Fig. 1: run 1, cell density map
The bar under the picture is 20 um long. 11 x 11 tiles, from dark blue (low) to red (high), 0 to 100% covered.
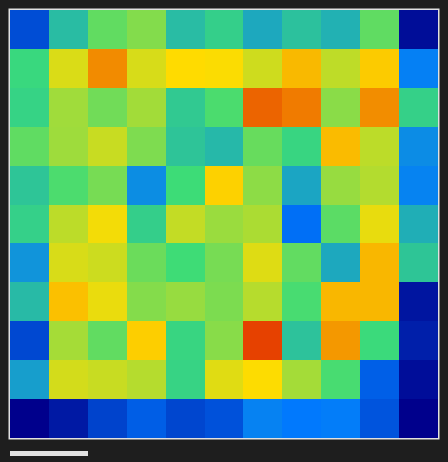
Fig. 2: run 1, cell classes on the final placement
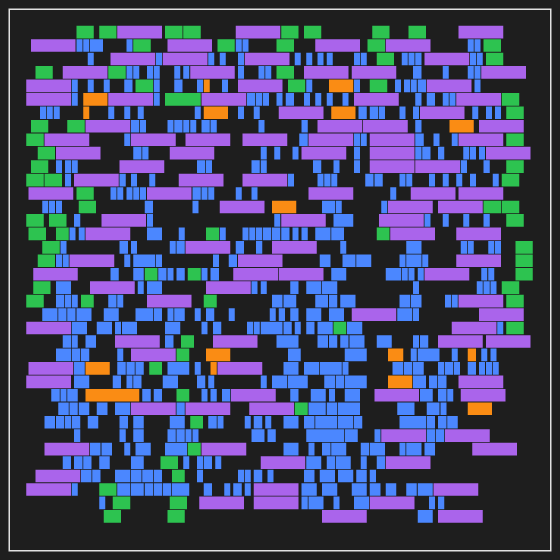
Fig. 3: run 1, cells by drive strength
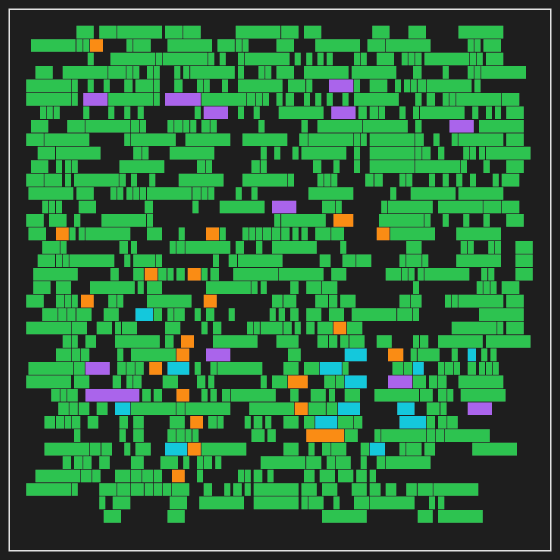
Fig. 4: run 1, routed metal per tile
The bar under the picture is 20 um long. 22 x 22 tiles, from dark blue (low) to red (high), scaled to the fullest tile. Values are wire area over tile area, all layers added.
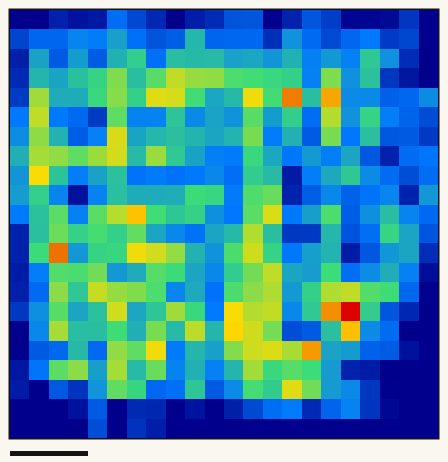
--- src/rtl/loader_pkg.sv ---
// Shared constants and state encoding for the instruction-memory loader.
package loader_pkg;

    localparam int unsigned BYTES_PER_WORD = 4;
    localparam int unsigned LEN_BYTES      = 2;

    typedef logic [2:0] state_t;

    localparam state_t S_IDLE = 3'd0;
    localparam state_t S_LEN0 = 3'd1;
    localparam state_t S_LEN1 = 3'd2;
    localparam state_t S_DATA = 3'd3;
    localparam state_t S_CSUM = 3'd4;
    localparam state_t S_DONE = 3'd5;
    localparam state_t S_ERR  = 3'd6;

    // True while a load is in progress (length, payload or checksum phase).
    function automatic logic is_busy(input state_t s);
        return (s == S_LEN0) || (s == S_LEN1) || (s == S_DATA) || (s == S_CSUM);
    endfunction

endpackage

--- src/rtl/byte_packer.sv ---
// Little-endian byte-to-word assembler: first byte of a group lands in bits 7:0.
module byte_packer
    import loader_pkg::*;
(
    input  logic        clk_i,
    input  logic        rst_i,
    input  logic        clr_i,
    input  logic        en_i,
    input  logic [7:0]  byte_i,
    output logic        last_o,
    output logic [31:0] word_o,
    output logic        we_o
);

    logic [1:0]  cnt_q, cnt_d;
    logic [23:0] sr_q, sr_d;
    logic [31:0] word_q, word_d;
    logic        we_q, we_d;

    assign last_o = (cnt_q == 2'(BYTES_PER_WORD - 1));
    assign word_o = word_q;
    assign we_o   = we_q;

    // Shift bytes in from the top; the fourth byte completes the word directly.
    always_comb begin
        cnt_d  = cnt_q;
        sr_d   = sr_q;
        word_d = word_q;
        we_d   = 1'b0;
        if (clr_i) begin
            cnt_d = '0;
            sr_d  = '0;
        end else if (en_i) begin
            cnt_d = cnt_q + 2'd1;
            sr_d  = {byte_i, sr_q[23:8]};
            if (last_o) begin
                word_d = {byte_i, sr_q};
                we_d   = 1'b1;
            end
        end
    end

    // Packer state registers with asynchronous reset.
    always_ff @(posedge clk_i or posedge rst_i) begin
        if (rst_i) begin
            cnt_q  <= '0;
            sr_q   <= '0;
            word_q <= '0;
            we_q   <= 1'b0;
        end else begin
            cnt_q  <= cnt_d;
            sr_q   <= sr_d;
            word_q <= word_d;
            we_q   <= we_d;
        end
    end

endmodule

--- src/rtl/imem_loader.sv ---
// Serial program loader: length header, little-endian words, XOR checksum.
// ADDR_W is expected to be at most 16 (word count is a 16-bit field).
module imem_loader
    import loader_pkg::*;
#(
    parameter int unsigned ADDR_W = 8
) (
    input  logic              CLK,
    input  logic              RST,
    input  logic              start,
    input  logic [7:0]        rx_data,
    input  logic              rx_valid,
    output logic              rx_ready,
    output logic              im_we,
    output logic [ADDR_W-1:0] im_addr,
    output logic [31:0]       im_wdata,
    output logic              core_rst,
    output logic              busy,
    output logic              done,
    output logic              err
);

    localparam logic [16:0] CAPACITY = 17'd1 << ADDR_W;

    state_t            state_q, state_d;
    logic [15:0]       len_q, len_d;
    logic [15:0]       idx_q, idx_d;
    logic [7:0]        csum_q, csum_d;
    logic [ADDR_W-1:0] addr_q, addr_d;

    logic        accept;
    logic        start_ok;
    logic        pk_en;
    logic        pk_last;
    logic        word_done;
    logic [15:0] n_full;

    assign busy     = is_busy(state_q);
    assign rx_ready = busy;
    assign done     = (state_q == S_DONE);
    assign err      = (state_q == S_ERR);
    assign core_rst = (state_q != S_DONE);
    assign im_addr  = addr_q;

    assign accept    = rx_valid && rx_ready;
    assign start_ok  = start && !busy;
    assign pk_en     = accept && (state_q == S_DATA);
    assign word_done = pk_en && pk_last;
    assign n_full    = {rx_data, len_q[7:0]};

    byte_packer u_packer (
        .clk_i  (CLK),
        .rst_i  (RST),
        .clr_i  (start_ok),
        .en_i   (pk_en),
        .byte_i (rx_data),
        .last_o (pk_last),
        .word_o (im_wdata),
        .we_o   (im_we)
    );

    // Next-state logic for the load sequence and its counters.
    always_comb begin
        state_d = state_q;
        len_d   = len_q;
        idx_d   = idx_q;
        csum_d  = csum_q;
        addr_d  = addr_q;
        case (state_q)
            S_IDLE, S_DONE, S_ERR: begin
                if (start) begin
                    state_d = S_LEN0;
                    len_d   = '0;
                    idx_d   = '0;
                    csum_d  = '0;
                end
            end
            S_LEN0: begin
                if (accept) begin
                    len_d[7:0] = rx_data;
                    state_d    = S_LEN1;
                end
            end
            S_LEN1: begin
                if (accept) begin
                    len_d[15:8] = rx_data;
                    if (n_full == '0)
                        state_d = S_CSUM;
                    else if ({1'b0, n_full} > CAPACITY)
                        state_d = S_ERR;
                    else
                        state_d = S_DATA;
                end
            end
            S_DATA: begin
                if (accept) begin
                    csum_d = csum_q ^ rx_data;
                    if (word_done) begin
                        addr_d = idx_q[ADDR_W-1:0];
                        idx_d  = idx_q + 16'd1;
                        if (idx_q == len_q - 16'd1)
                            state_d = S_CSUM;
                    end
                end
            end
            S_CSUM: begin
                if (accept)
                    state_d = (rx_data == csum_q) ? S_DONE : S_ERR;
            end
            default: state_d = S_IDLE;
        endcase
    end

    // Loader state registers with asynchronous reset.
    always_ff @(posedge CLK or posedge RST) begin
        if (RST) begin
            state_q <= S_IDLE;
            len_q   <= '0;
            idx_q   <= '0;
            csum_q  <= '0;
            addr_q  <= '0;
        end else begin
            state_q <= state_d;
            len_q   <= len_d;
            idx_q   <= idx_d;
            csum_q  <= csum_d;
            addr_q  <= addr_d;
        end
    end

endmodule

--- config.mk ---
export PLATFORM = sky130hd
export DESIGN_NAME = imem_loader
export DESIGN_NICKNAME = d
export VERILOG_FILES = /design/src/rtl/loader_pkg.sv /design/src/rtl/byte_packer.sv /design/src/rtl/imem_loader.sv
export SDC_FILE = /design/constraint.sdc
export NUM_CORES = 1
export LEC_CHECK = 0
export ABC_AREA = 0
export ABC_CLOCK_PERIOD_IN_PS = 2900
export CAP_MARGIN = 5
export CORE_MARGIN = 3
export CORE_UTILIZATION = 51
export CTS_CLUSTER_SIZE = 10
export DETAILED_ROUTE_END_ITERATION = 16
export PLACE_DENSITY_LB_ADDON = 0.08
export SYNTH_ARGS = -nofsm -noshare
export SYNTH_HDL_FRONTEND = slang
export SYNTH_SLANG_ARGS = --single-unit
--- constraint.sdc ---
create_clock -name CLK -period 2.9 [get_ports CLK]
set_input_delay 0.29 -clock CLK [delete_from_list [all_inputs] [get_ports CLK]]
set_output_delay 0.29 -clock CLK [all_outputs]
set_load 0.02 [all_outputs]
==> flow_metrics.py, run 1 <==
# Metrics from the implementation run
metrics = {
    "route": {
        "vias_per_cell": 5.306,
        "drc": 0,
        "drtPass1Iterations": 4,
        "ant_nets": 0,
        "drtIter0Drc": 162,
    },
    "synthesis": {
        "synthFlopType": "dfrtp_1",
        "synth_dominant_cell_count": "nand2_1",
        "fa_ha_area_share_pct": 0.9217,
        "synthArstFlopShare_pct": 100.0,
        "yosys_warnings": 0,
        "topCellsByArea": "dfrtp_1 51%, nand2_1 15%, xor2_1 4.0%, a21oi_1 3.9%, o21ai_0 3.3%",
        "synth_nets": 642,
        "mux_share_pct": 0.1843,
        "edf_count": 0,
        "ys_top_cells_by_count": "221 x nand2_1, 110 x dfrtp_1, 42 x a21oi_1, 36 x o21ai_0, 26 x clkbuf_1",
        "syn_inst": 626,
    },
    "place": {
        "place_area_mm2": 0.006140,
        "dpl.hpwl_mm": 8.590,
        "io_buffers": 57,
    },
    "pwr": {
        "ir_drop_mv": 0.6805,
        "clockPowerShare_pct": 15.6,
        "pwr_density_cell_mw_per_mm2": 935.4,
        "seq_power_share_pct": 36.1,
        "p_total_w": 0.005923,
        "power.share.combinational_pct": 48.3,
    },
    "final_timing": {
        "rsz0062_at_grt": "no",
        "finalClockSkew_ps": 10.12,
        "final.setup.tns_ps": 0,
        "setup_viol": 0,
        "report.final.slew_viol_count": 0,
        "holdWs_ps": 364.5,
        "period_minus_slack_ps": 2482,
        "fmax_ghz": 0.4029,
    },
    "layout": {
        "sh_comb_area_pct": 38.93,
        "flops": 110,
        "clock_area_share_pct": 3.043,
        "drive_gt1_share_pct": 6.932,
        "clkbuf_count": 13,
        "seq_area_share_pct": 43.47,
        "mi_logic_area_mm2": 0.002465,
        "largestClassByArea": "registers",
        "nonClockInverterCount": 10,
        "fillers": 919,
        "logic_gates": 468,
        "nets": 689,
    },
    "grt": {
        "antenna_found_initial": 0,
        "grt_overflow": 0,
    },
    "setup_path": {
        "crit_end": "state_q[2]",
        "cp_num_buf_inv": 1,
        "r2r_start": "len_q[0]",
        "required_ps": 3220,
        "cp.arrival_ps": 2800,
        "r2r_end": "state_q[2]",
    },
    "clock_network": {
        "cts_hold_buf": 0,
        "post_cts_resize_count": 0,
        "cts_htree_levels": 3,
        "cts_buffer_depth": 2,
        "cts_tree": "yes",
    },
    "flow_run": {
        "tool_warnings": 27,
    },
    "floorplan": {
        "tap-cell-count": 136,
        "die_w_um": 109.2,
        "rows": 37,
        "core_mm2": 0.01032,
    },
    "run_status": {
        "status": "complete, no violations",
    },
    "hold_path": {
        "hold_path_class": "input port to async pin",
    },
}
## Picture notes: Fig. 1
The mean over all tiles is 52%. The fullest tile reaches 93%. 13% of the tiles are over 75% full. The emptiest ninth of the die: south-east. 1.7% of the tiles are nearly empty.
FP Util: 52.60%
Core Util, Final: 61.34%

## Picture notes: Fig. 2
Key: sequential cells = purple [cells 110, share of their area 45%]; clock drivers and dummy loads = orange [cells 16, share of their area 3.1%]; remaining logic cells = blue [cells 478, share of their area 41%]; remaining buffers and delay cells = green [cells 74, share of their area 12%]

## Picture notes: Fig. 3
Key: x3 and x4 = orange [cells 21, share 3.1%, most used buf_4]; x2 = cyan [cells 14, share 2.1%, most used nor4_2]; x1 and smaller = green [cells 631, share 93%, most used nand2_1]; x6 and larger = purple [cells 12, share 1.8%, most used clkbuf_8]
Signal buffers: 74
final worst setup slack: 417.8 ps
Layout area overhead: 16.61%
Final Cell Area: 0.006332 mm2

## Picture notes: Fig. 4
The emptiest ninth of the die: south-east. The mean over all tiles is 0.16. 22% of the tiles are over half the peak. The fullest tile reaches 0.50.
total routed wirelength: 12.52 mm
GRT Overall Usage: 22.41%
Vias: 4,319
Wirelength per Cell: 15.39 um

[run 1: power by group through the flow]
stage                     clock network, W  registers, W  logic (W)
after floorplan                          0       0.00208    0.00228
after global placement                   0       0.00215    0.00279
after detailed placement                 0       0.00216    0.00285
after CTS                         0.000957       0.00213    0.00287
after global routing               0.00102       0.00218    0.00315
final                             0.000925       0.00214    0.00286
[run 1: state kept, by name, summed over array words and instances, names as in the netlist]
signal and count:
u_packer.sr_q 24, len_q 16, im_addr 8, u_packer.we_o 1, u_packer.cnt_q 2, idx_q 16
state_q 3, csum_q 8, u_packer.word_o 32
[run 1: layer usage]
layer,GRT usage (%),part of all wire [%],wire length (um)
met1,30.57,48,5991
met4,4.452,0.75,94
met5,0,0,0
met2,36.62,48,5958
met3,5.506,3.8,479
## Run 2: what changed since run 1
--- a/config.mk
+++ b/config.mk
@@ -6,7 +6,7 @@
 export NUM_CORES = 1
 export LEC_CHECK = 0
 export ABC_AREA = 0
-export ABC_CLOCK_PERIOD_IN_PS = 2900
+export ABC_CLOCK_PERIOD_IN_PS = 2200
 export CAP_MARGIN = 5
 export CORE_MARGIN = 3
 export CORE_UTILIZATION = 51
==> constraint.sdc (replaced) <==
create_clock -name CLK -period 2.2 [get_ports CLK]
set_input_delay 0.22 -clock CLK [delete_from_list [all_inputs] [get_ports CLK]]
set_output_delay 0.22 -clock CLK [all_outputs]
set_load 0.02 [all_outputs]
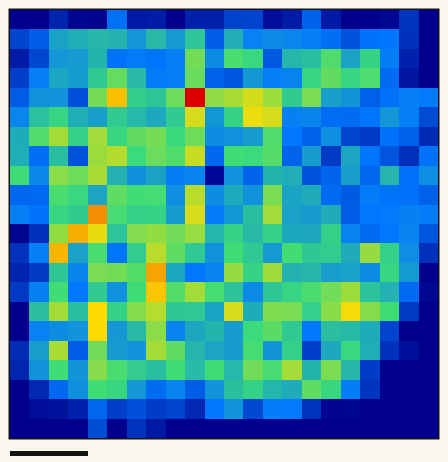
Fig. 5. Routed metal per tile (run 2).
The bar under the picture is 20 um long. 22 x 22 tiles, from dark blue (low) to red (high), scaled to the fullest tile. Values are wire area over tile area, all layers added.
The emptiest ninth of the die: south-east. The fullest tile reaches 0.50. The mean over all tiles is 0.17. 22% of the tiles are over half the peak. 11% of the tiles are nearly empty.
GRT Overall Usage: 23.05%
Wirelength per Cell: 15.05 um

==> run 2 against run 1 <==
- register-to-register slack got worse by 380 ps
- critical endpoint unchanged
- clock-buffer cell count shrank 3
- routed wire length up 1.8%
==> flow_metrics.py, run 2 <==
# Metrics from the implementation run
metrics = {
    "final_timing": {
        "setup_viol": 0,
        "rsz0062_at_grt": "yes",
        "fmax_ghz": 0.4627,
        "holdWs_ps": 227.4,
        "final.setup.tns_ps": 0,
        "finalClockSkew_ps": 13.90,
        "worst_slack_ps": 38.94,
        "report.final.slew_viol_count": 0,
        "slew_headroom_pct": 61.05,
        "period_minus_slack_ps": 2161,
    },
    "synthesis": {
        "top_area_share_pct": 50.69,
        "post_synth.cell_area_avg_um2": 8.674,
        "synth_dominant_cell_count": "nand2_1",
        "synthDistinctLibCells": 56,
        "ys.flops": 110,
        "syn_inst": 626,
        "ys_top_cells_by_count": "221 x nand2_1, 110 x dfrtp_1, 42 x a21oi_1, 36 x o21ai_0, 26 x clkbuf_1",
        "yosysChipArea_mm2": 0.005430,
        "topCellsByArea": "dfrtp_1 51%, nand2_1 15%, xor2_1 4.0%, a21oi_1 3.9%, o21ai_0 3.3%",
        "synthFlopType": "dfrtp_1",
        "edf_count": 0,
        "synthArstFlopShare_pct": 100.0,
        "top_area_cell": "dfrtp_1",
        "synth_nets": 642,
        "yosys_warnings": 0,
    },
    "grt": {
        "use_met2_pct": 35.92,
        "grt_overflow": 0,
        "grt_max_degree": 44,
        "busiest_layer": "met2",
        "antenna_found_initial": 0,
        "use_met1_pct": 33.76,
        "grt_pass1_vias": 4363,
    },
    "pwr": {
        "ir_drop_mv": 0.6136,
        "p_total_w": 0.008626,
        "pwr_density_cell_mw_per_mm2": 1285,
    },
    "layout": {
        "nonClockInverterCount": 10,
        "largest_register_ffs": 32,
        "clkbuf_count": 10,
        "signal_buffers": 107,
        "sh_comb_area_pct": 37.75,
        "nets": 722,
        "clock_area_share_pct": 3.449,
        "mi_logic_area_mm2": 0.002534,
        "synthToLayoutAreaGrowth_pct": 23.59,
        "seq_area_share_pct": 41.03,
        "final_cell_area_mm2": 0.006711,
        "flops": 110,
        "largestClassByArea": "registers",
        "drive_gt1_share_pct": 13.50,
        "antenna_cells": 0,
        "logic_gates": 468,
        "fillers": 915,
    },
    "floorplan": {
        "tap-cell-count": 136,
        "core_mm2": 0.01032,
        "die_w_um": 109.2,
        "die_area_mm2": 0.01192,
        "fp_util_pct": 52.60,
        "rows": 37,
    },
    "clock_network": {
        "cts_tree": "yes",
        "cts_buffer_depth": 2,
        "cts_htree_levels": 3,
    },
    "route": {
        "top_layer": "met4",
        "drtIter0Drc": 245,
        "vias": 4417,
        "wl_met3_um": 533,
        "ant_nets": 0,
        "route.met2.wl_mm": 5.919,
        "drt-met1-wl_mm": 6.194,
        "drtPass1Iterations": 4,
        "vias_per_cell": 5.215,
        "drc": 0,
        "routed_wl_mm": 12.75,
    },
    "setup_path": {
        "cp_num_cells": 7,
        "r2r_end": "state_q[2]",
        "cp.arrival_ps": 2480,
        "critPathLaunch": "len_q[3]",
        "r2r_start": "len_q[3]",
        "cp_num_buf_inv": 0,
        "required_ps": 2520,
        "reg2reg_slack_ps": 40,
        "cpPeakStageDelay_ps": 590,
        "crit_end": "state_q[2]",
    },
    "hold_path": {
        "hold_path_class": "input port to async pin",
    },
    "place": {
        "place_inst": 828,
        "io_buffers": 57,
        "dpl.hpwl_mm": 8.978,
        "place_area_mm2": 0.006390,
    },
    "run_status": {
        "status": "complete, no violations",
    },
    "flow_run": {
        "tool_warnings": 29,
    },
}
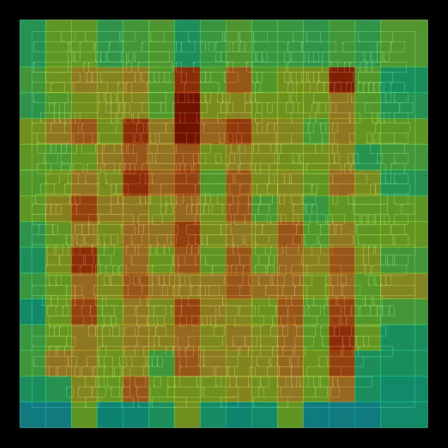
Fig. 6. Routing congestion (run 2).
GRT met3 Usage: 4.263%
Core Util, Final: 65.01%

run 2: what timing repair did:
item | CTS | global route
endpoints found under the setup margin | 5 | 20
hold buffers | 0 | 0
pin swaps | 4 | 9
endpoints found under the hold margin | 0 | 0
buffers inserted | 0 | 3
gates cloned | 0 | 0
gates resized | 7 | 14
run 2: kinds of logic after synthesis:
group / share of synthesized area (%)
simple gates: 27.35
flops: 50.69
compound gates: 10.32
buf+inv: 3.917
xor+xnor: 6.613
fa+ha+maj: 0.9217
mux: 0.1843
run 2: power by group:
part | switching [W] | total, W | internal, W
Clock | 0.000727 | 0.00139 | 0.000664
Combinational | 0.00239 | 0.00446 | 0.00208
Sequential | 0.000376 | 0.00277 | 0.00240
## Run 3: what changed since run 2
--- a/config.mk
+++ b/config.mk
@@ -8,11 +8,13 @@
 export ABC_AREA = 0
 export ABC_CLOCK_PERIOD_IN_PS = 2200
 export CAP_MARGIN = 5
+export CELL_PAD_IN_SITES_DETAIL_PLACEMENT = 1
+export CELL_PAD_IN_SITES_GLOBAL_PLACEMENT = 2
 export CORE_MARGIN = 3
-export CORE_UTILIZATION = 51
+export CORE_UTILIZATION = 31
 export CTS_CLUSTER_SIZE = 10
 export DETAILED_ROUTE_END_ITERATION = 16
-export PLACE_DENSITY_LB_ADDON = 0.08
+export PLACE_DENSITY_LB_ADDON = 0.1
 export SYNTH_ARGS = -nofsm -noshare
 export SYNTH_HDL_FRONTEND = slang
 export SYNTH_SLANG_ARGS = --single-unit
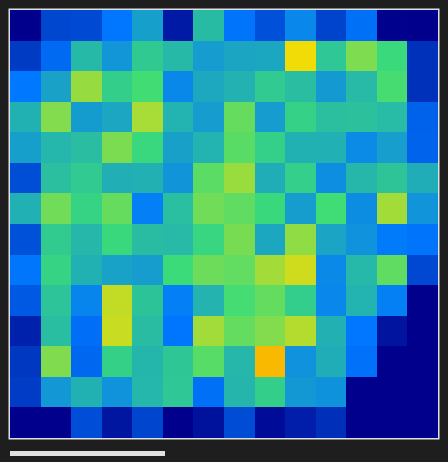
Fig. 7. Cell density map (run 3).
The bar under the picture is 50 um long. 14 x 14 tiles, from dark blue (low) to red (high), 0 to 100% covered.
core box area: 0.01688 mm2
Core Util, Final: 41.19%
FP Util: 32.17%

==> run 3 against run 2 <==
- the flow now finishes with violations (setup timing)
- fmax is 2.2% lower
- synthesized cell count stayed put
- combinational power is 6.3% higher
- clock skew is 3.3 ps lower
- total power is 6.9% higher
- first-iteration DRC count is 39% lower
- sequential power hardly changed
- sequential cell count stayed put
- via count is 4.1% higher
- register-to-register slack worse by 50 ps
- final area is 3.6% higher
- largest cell class unchanged
==> flow_metrics.py, run 3 <==
# Metrics from the implementation run
metrics = {
    "synthesis": {
        "edf_count": 0,
        "fa_ha_area_share_pct": 0.9217,
        "synthFlopType": "dfrtp_1",
        "synthArstFlopShare_pct": 100.0,
        "synth_dominant_cell_count": "nand2_1",
        "yosys.area_share.aoi_pct": 10.32,
        "post_synth.cell_area_avg_um2": 8.674,
        "yosysChipArea_mm2": 0.005430,
        "top_area_cell": "dfrtp_1",
        "yosys_warnings": 0,
        "topCellsByArea": "dfrtp_1 51%, nand2_1 15%, xor2_1 4.0%, a21oi_1 3.9%, o21ai_0 3.3%",
        "ys_top_cells_by_count": "221 x nand2_1, 110 x dfrtp_1, 42 x a21oi_1, 36 x o21ai_0, 26 x clkbuf_1",
        "ys.flops": 110,
        "top_area_share_pct": 50.69,
        "synthDistinctLibCells": 56,
        "mux_share_pct": 0.1843,
        "ys_sh_simple_pct": 27.35,
    },
    "final_timing": {
        "fmax_ghz": 0.4527,
        "slew_headroom_pct": 57.52,
        "worst_slack_ps": -8.892,
        "final.setup.tns_ps": -8.892,
        "period_minus_slack_ps": 2209,
        "holdWs_ps": 210.6,
        "setup_viol": 1,
    },
    "grt": {
        "grt_pass1_vias": 4986,
        "use_met2_pct": 28.08,
        "use_met1_pct": 22.36,
    },
    "setup_path": {
        "critPathLaunch": "len_q[4]",
        "crit_end": "state_q[1]",
        "cpPeakStageDelay_ps": 610,
        "cp_num_cells": 7,
        "cp_num_buf_inv": 0,
        "reg2reg_slack_ps": -9,
        "r2r_start": "len_q[4]",
        "cp.arrival_ps": 2440,
    },
    "pwr": {
        "power_leader": "combinational cells",
        "powerSeq_w": 0.00279,
        "seq_power_share_pct": 30.3,
        "power.share.combinational_pct": 51.4,
        "comb_power_w": 0.00474,
        "pg_clk_w": 0.00169,
        "p_total_w": 0.009225,
        "switching_share_pct": 41.21,
    },
    "layout": {
        "flops": 110,
        "seq_area_share_pct": 39.60,
        "sh_comb_area_pct": 36.88,
        "clkbuf_count": 10,
        "largestClassByArea": "registers",
        "synthToLayoutAreaGrowth_pct": 28.02,
        "nets": 728,
        "logic_gates": 468,
        "fillers": 1963,
        "nonClockInverterCount": 10,
    },
    "run_status": {
        "status": "complete, but fails checks",
        "violations": "setup timing",
    },
    "clock_network": {
        "cts_tree": "yes",
    },
    "place": {
        "place_area_mm2": 0.006505,
        "io_buffers": 57,
        "dpl.hpwl_mm": 11.18,
        "place_inst": 915,
    },
    "route": {
        "top_layer": "met4",
        "drt-wirelength-per-cell_um": 16.65,
        "drtPass1Iterations": 4,
        "wl_met3_um": 384,
        "drc": 0,
        "vias": 4596,
        "drt-met1-wl_mm": 7.342,
    },
    "floorplan": {
        "die_area_mm2": 0.01914,
        "rows": 47,
        "die_w_um": 138.4,
    },
    "hold_path": {
        "hold_path_class": "input port to async pin",
    },
}
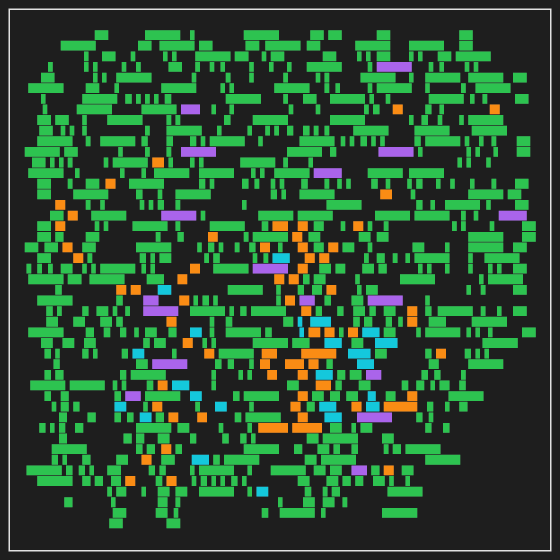
Fig. 8. Cells by drive strength (run 3).
Final Cell Area: 0.006952 mm2
Signal buffers: 113

[run 3: cell counts after synthesis]
Identical to the previous run, type by type.
[run 3: how the worst min path moves through the flow]
stage	start	to	slack [ps]
after global placement	u_packer.word_o[3]	u_packer.word_o[3]	460
after floorplan	rx_data[3]	u_packer.word_o[27]	330
after global routing	RST	u_packer.sr_q[4]	240
after CTS	RST	u_packer.sr_q[4]	220
after detailed placement	u_packer.sr_q[0]	u_packer.word_o[0]	460
final	RST	u_packer.sr_q[6]	210
[run 3: repair_timing]
item,4_1_cts,5_1_grt
endpoints found under the setup margin,13,14
gates resized,14,12
cloned,0,0
pin swaps,9,9
setup buffers,4,2
No activity file was given, so power comes from the tool's default toggle rates.
